--- config.mk ---
export PLATFORM = sky130hd
export DESIGN_NAME = down_counter_bank
export DESIGN_NICKNAME = d
export VERILOG_FILES = /design/src/rtl/down_counter_bank.sv
export SDC_FILE = /design/constraint.sdc
export NUM_CORES = 1
export LEC_CHECK = 0
export ABC_AREA = 1
export CAP_MARGIN = 10
export CORE_ASPECT_RATIO = 0.9
export CORE_UTILIZATION = 45
export CTS_CLUSTER_SIZE = 16
export DETAILED_ROUTE_END_ITERATION = 10
export PLACE_DENSITY = 0.72
export SLEW_MARGIN = 0
export SYNTH_ARGS = -nofsm -noshare
export SYNTH_HDL_FRONTEND = slang
export SYNTH_SLANG_ARGS = --single-unit
export TNS_END_PERCENT = 50
--- constraint.sdc ---
create_clock -name clock -period 3.08 [get_ports clock]
set_input_delay 0.462 -clock clock [delete_from_list [all_inputs] [get_ports clock]]
set_output_delay 0.462 -clock clock [all_outputs]
set_load 0.05 [all_outputs]
--- src/rtl/down_counter_bank.sv ---
// down_counter_bank
// A bank of CHANNELS independent down counters. They are loaded together by a
// start strobe and decremented under per-channel enables. The bank reports
// per-channel and aggregate terminal count. After the first pass it can
// reload the latched initial values for a programmable number of extra passes.
module down_counter_bank #(
    parameter int BIN_LEN  = 8,
    parameter int CHANNELS = 4,
    parameter int PASS_W   = 4
) (
    input  logic                         clock,
    input  logic                         reset,
    input  logic                         start,
    input  logic [CHANNELS*BIN_LEN-1:0]  count_init,
    input  logic [PASS_W-1:0]            passes,
    input  logic [CHANNELS-1:0]          enable,
    input  logic                         abort,
    output logic [CHANNELS-1:0]          zero,
    output logic                         all_zero,
    output logic [CHANNELS*BIN_LEN-1:0]  count_out,
    output logic                         busy,
    output logic                         pass_done,
    output logic                         done
);

    localparam logic [1:0] ST_IDLE = 2'd0;
    localparam logic [1:0] ST_RUN  = 2'd1;
    localparam logic [1:0] ST_DONE = 2'd2;

    localparam logic [BIN_LEN-1:0] CNT_ONE  = {{(BIN_LEN-1){1'b0}}, 1'b1};
    localparam logic [PASS_W-1:0]  PASS_ONE = {{(PASS_W-1){1'b0}}, 1'b1};

    logic [1:0]                  state_r;
    logic [1:0]                  state_s;
    logic [CHANNELS*BIN_LEN-1:0] count_r;
    logic [CHANNELS*BIN_LEN-1:0] count_s;
    logic [CHANNELS*BIN_LEN-1:0] init_r;
    logic [CHANNELS*BIN_LEN-1:0] init_s;
    logic [PASS_W-1:0]           left_r;
    logic [PASS_W-1:0]           left_s;
    logic                        done_r;
    logic                        done_s;
    logic                        pass_done_r;
    logic                        pass_done_s;
    logic [CHANNELS-1:0]         zero_s;
    logic                        all_zero_s;

    // Terminal-count flags, taken straight from the count registers
    always_comb begin
        zero_s = {CHANNELS{1'b0}};
        for (int i = 0; i < CHANNELS; i++) begin
            zero_s[i] = (count_r[i*BIN_LEN +: BIN_LEN] == {BIN_LEN{1'b0}});
        end
        all_zero_s = &zero_s;
    end

    // Next-state logic: in RUN, abort wins over reload/finish, which wins over decrement
    always_comb begin
        state_s     = state_r;
        count_s     = count_r;
        init_s      = init_r;
        left_s      = left_r;
        done_s      = 1'b0;
        pass_done_s = 1'b0;
        case (state_r)
            ST_IDLE: begin
                if (start) begin
                    count_s = count_init;
                    init_s  = count_init;
                    left_s  = passes;
                    state_s = ST_RUN;
                end else begin
                    state_s = ST_IDLE;
                end
            end
            ST_RUN: begin
                if (abort) begin
                    state_s = ST_IDLE;
                end else if (all_zero_s) begin
                    if (left_r != {PASS_W{1'b0}}) begin
                        count_s     = init_r;
                        left_s      = left_r - PASS_ONE;
                        pass_done_s = 1'b1;
                    end else begin
                        state_s = ST_DONE;
                        done_s  = 1'b1;
                    end
                end else begin
                    // A channel already at zero holds there; it never wraps
                    for (int i = 0; i < CHANNELS; i++) begin
                        if (enable[i] && !zero_s[i]) begin
                            count_s[i*BIN_LEN +: BIN_LEN] = count_r[i*BIN_LEN +: BIN_LEN] - CNT_ONE;
                        end else begin
                            count_s[i*BIN_LEN +: BIN_LEN] = count_r[i*BIN_LEN +: BIN_LEN];
                        end
                    end
                end
            end
            ST_DONE: begin
                state_s = ST_IDLE;
            end
            default: begin
                state_s = ST_IDLE;
            end
        endcase
    end

    // State and output registers with synchronous reset
    always_ff @(posedge clock) begin
        if (reset) begin
            state_r     <= ST_IDLE;
            count_r     <= {(CHANNELS*BIN_LEN){1'b0}};
            init_r      <= {(CHANNELS*BIN_LEN){1'b0}};
            left_r      <= {PASS_W{1'b0}};
            done_r      <= 1'b0;
            pass_done_r <= 1'b0;
        end else begin
            state_r     <= state_s;
            count_r     <= count_s;
            init_r      <= init_s;
            left_r      <= left_s;
            done_r      <= done_s;
            pass_done_r <= pass_done_s;
        end
    end

    assign zero      = zero_s;
    assign all_zero  = all_zero_s;
    assign count_out = count_r;
    assign busy      = (state_r == ST_RUN);
    assign done      = done_r;
    assign pass_done = pass_done_r;

endmodule

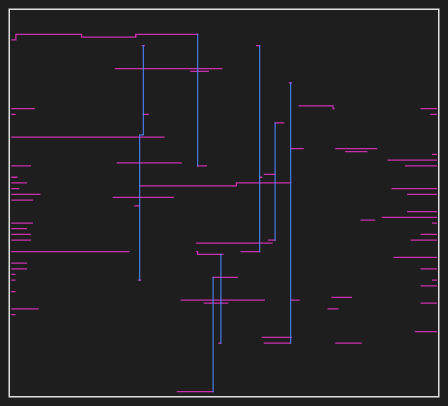
Figure 1: wiring by layer.
Only two layers are drawn.
[M4] blue | wire length: 275 um
[M3] magenta | wire length: 505 um
global-route usage over all layers: 24.26%
overall via count from detail_route: 4206

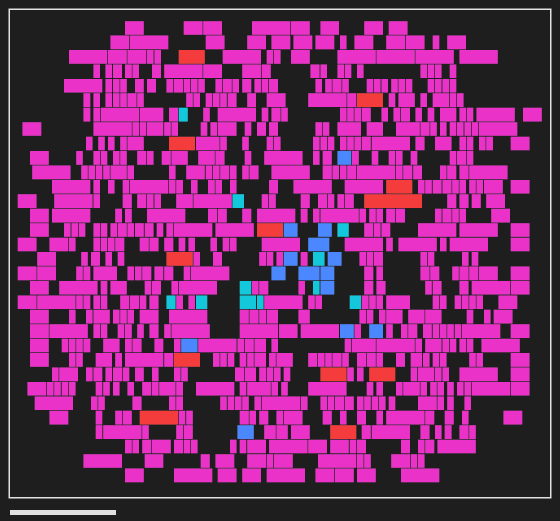
Figure 2: cells by drive strength.
Scale bar: 20 um.
[x2] cyan | cells: 11 | most used: nand2_2
[x3 and x4] blue | cells: 14 | most used: buf_4
[x6 and larger] red | cells: 12 | most used: clkbuf_8
[x1 and smaller] magenta | cells: 688 | most used: nand2_1
final critical-path setup slack: 0.3650 ns
Buffers excl. clock: 92
final std cell area, no fill: 0.005140 sq mm
Syn-to-layout area delta: 27.50%

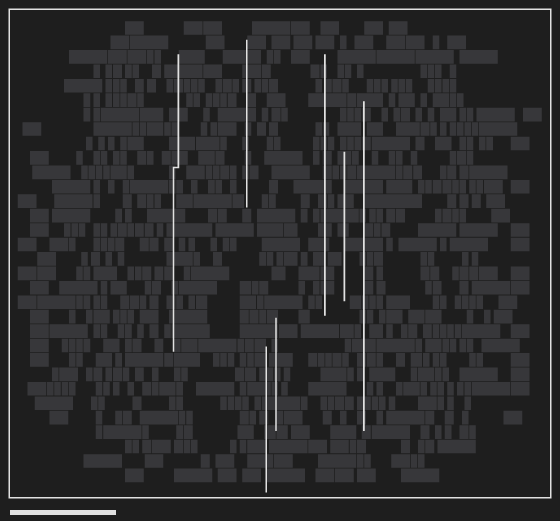
Figure 3: met4 routing.
Scale bar: 20 um. Cells faint in the background.
longest straight run: 61.9 um
share of all routed wire: 2.6%
main direction: vertical
final WL: 10590 um

==> impl_metrics.toml <==
# implementation run metrics
[outcome]
outcome = "finished clean"

[placement]
placedInstanceArea_sq_mm = 0.004942
gp_congestion = 0.8684

[yosys]
synth.lib_cells_used.distinct = 21
yosys_synthesis_chip_area_sq_mm = 0.004031
ys_dominant_reg_cell = "dfxtp_1"
synthesis.area_per_instance_sq_um = 6.231
number_of_nets_at_floorplan = 699
synthDominantAreaCellType = "dfxtp_1"
yosys.cell_count.top_type = "nand2_1"

[global_routing]
grt_pass1_wl_um = 17950
gr-usage-met2_pct = 39.19
grt_start_max_net_pins = 41

[power]
pg_clk_mw = 0.762
comb-power_mw = 1.00
vdd_ir_drop_max_uv = 226.7
switchingPower_mw = 1.078
power.combinational.fraction_pct = 35.2

[clocking]
cts_hold_repair.buffers = 0
tritoncts_clock_tree = "done"
total_clock_buffers_created_by_cts = 9
cts_post_setup_buffers_inserted = 0
clock_tree.htree_level_count = 3
cts_resized = 0

[critical_path]
startpoint_types = "flop"
setup.reg_to_reg.worst_slack_ns = 0.47
critical_path.startpoint = "count_out[8]"
critical_path.max_fanout = 4
cp.required_ns = 2.62

[timing]
grt_setup_unrepaired = "false"
finalWorstPathRequiredPeriod_ns = 2.715
tightest_slew_ns = 1.074
fin_worst_skew_ns = 0.006486
achievable-frequency_ghz = 0.3683
setup_tns_ns = 0

[detailed_routing]
drt_first_iter_violations = 208
ant_nets = 0
detailed_route_vias_per_instance = 4.983

[floorplan]
top_level_ports = 84
die_width_um = 101.8

[finish]
insertedDiodeCount = 0

[min_path]
holdPathEnd = "init_r[16]"

[job]
maxCapViolCount = 0
==> cells in the final DEF, fill, tap and decap left out, drive strengths merged <==
cell type | netlist | layout
nor4 | 3 | 3
dfxtp | 72 | 72
clkinv | 0 | 3
xor2 | 23 | 23
nand2 | 172 | 172
a31oi | 1 | 1
or2 | 1 | 1
bufinv | 0 | 1
a21oi | 2 | 2
clkinvlp | 0 | 1
ha | 8 | 8
clkbuf | 23 | 11
clkdlybuf4s50 | 0 | 82
inv | 48 | 48
nand4 | 4 | 4
nor2 | 162 | 162
buf | 7 | 10
nand3 | 81 | 81
o21ai | 40 | 40
==> cell families after synthesis <==
group                    after synthesis  share of synthesized area, %
AND/OR/NAND/NOR                      423                         43.20
AND-OR/OR-AND                         43                         5.462
adder cells (fa/ha/maj)                8                         2.483
flip-flops                            72                         35.75
XOR/XNOR                              23                         4.997
buffers and inverters                 78                         8.100
==> per-stage QoR <==
stage	worst slack [ns]	instances
2_1_floorplan	0.1715	647
3_3_place_gp	0.5619	828
3_5_place_dp	0.4915	828
4_1_cts	0.3537	844
5_1_grt	0.1750	844
6_report	0.3650	844
==> routing by layer <==
| metal | part of all wire, % | wire length (um) |
|---|---|---|
| met2 | 46 | 4869 |
| met3 | 4.8 | 504 |
| met5 | 0 | 0 |
| met1 | 47 | 4935 |
| met4 | 2.6 | 274 |
==> layout make-up <==
cell class,count,area (sq um)
Clock buffer,11,141.4
Fill cell,843,3508
Timing Repair Buffer,92,908.4
Inverter,48,180.2
Clock inverter,5,56.30
Sequential cell,72,1441
Multi-Input combinational cell,497,2263
Tap cell,119,148.9
==> worst max-delay path, cell delays in order, from the launching register on <==
cell	delay (ns)
dfxtp_1	0.32
inv_1	0.11
ha_1	0.24
nand2_1	0.09
nor2_1	0.26
clkdlybuf4s50_1	0.89
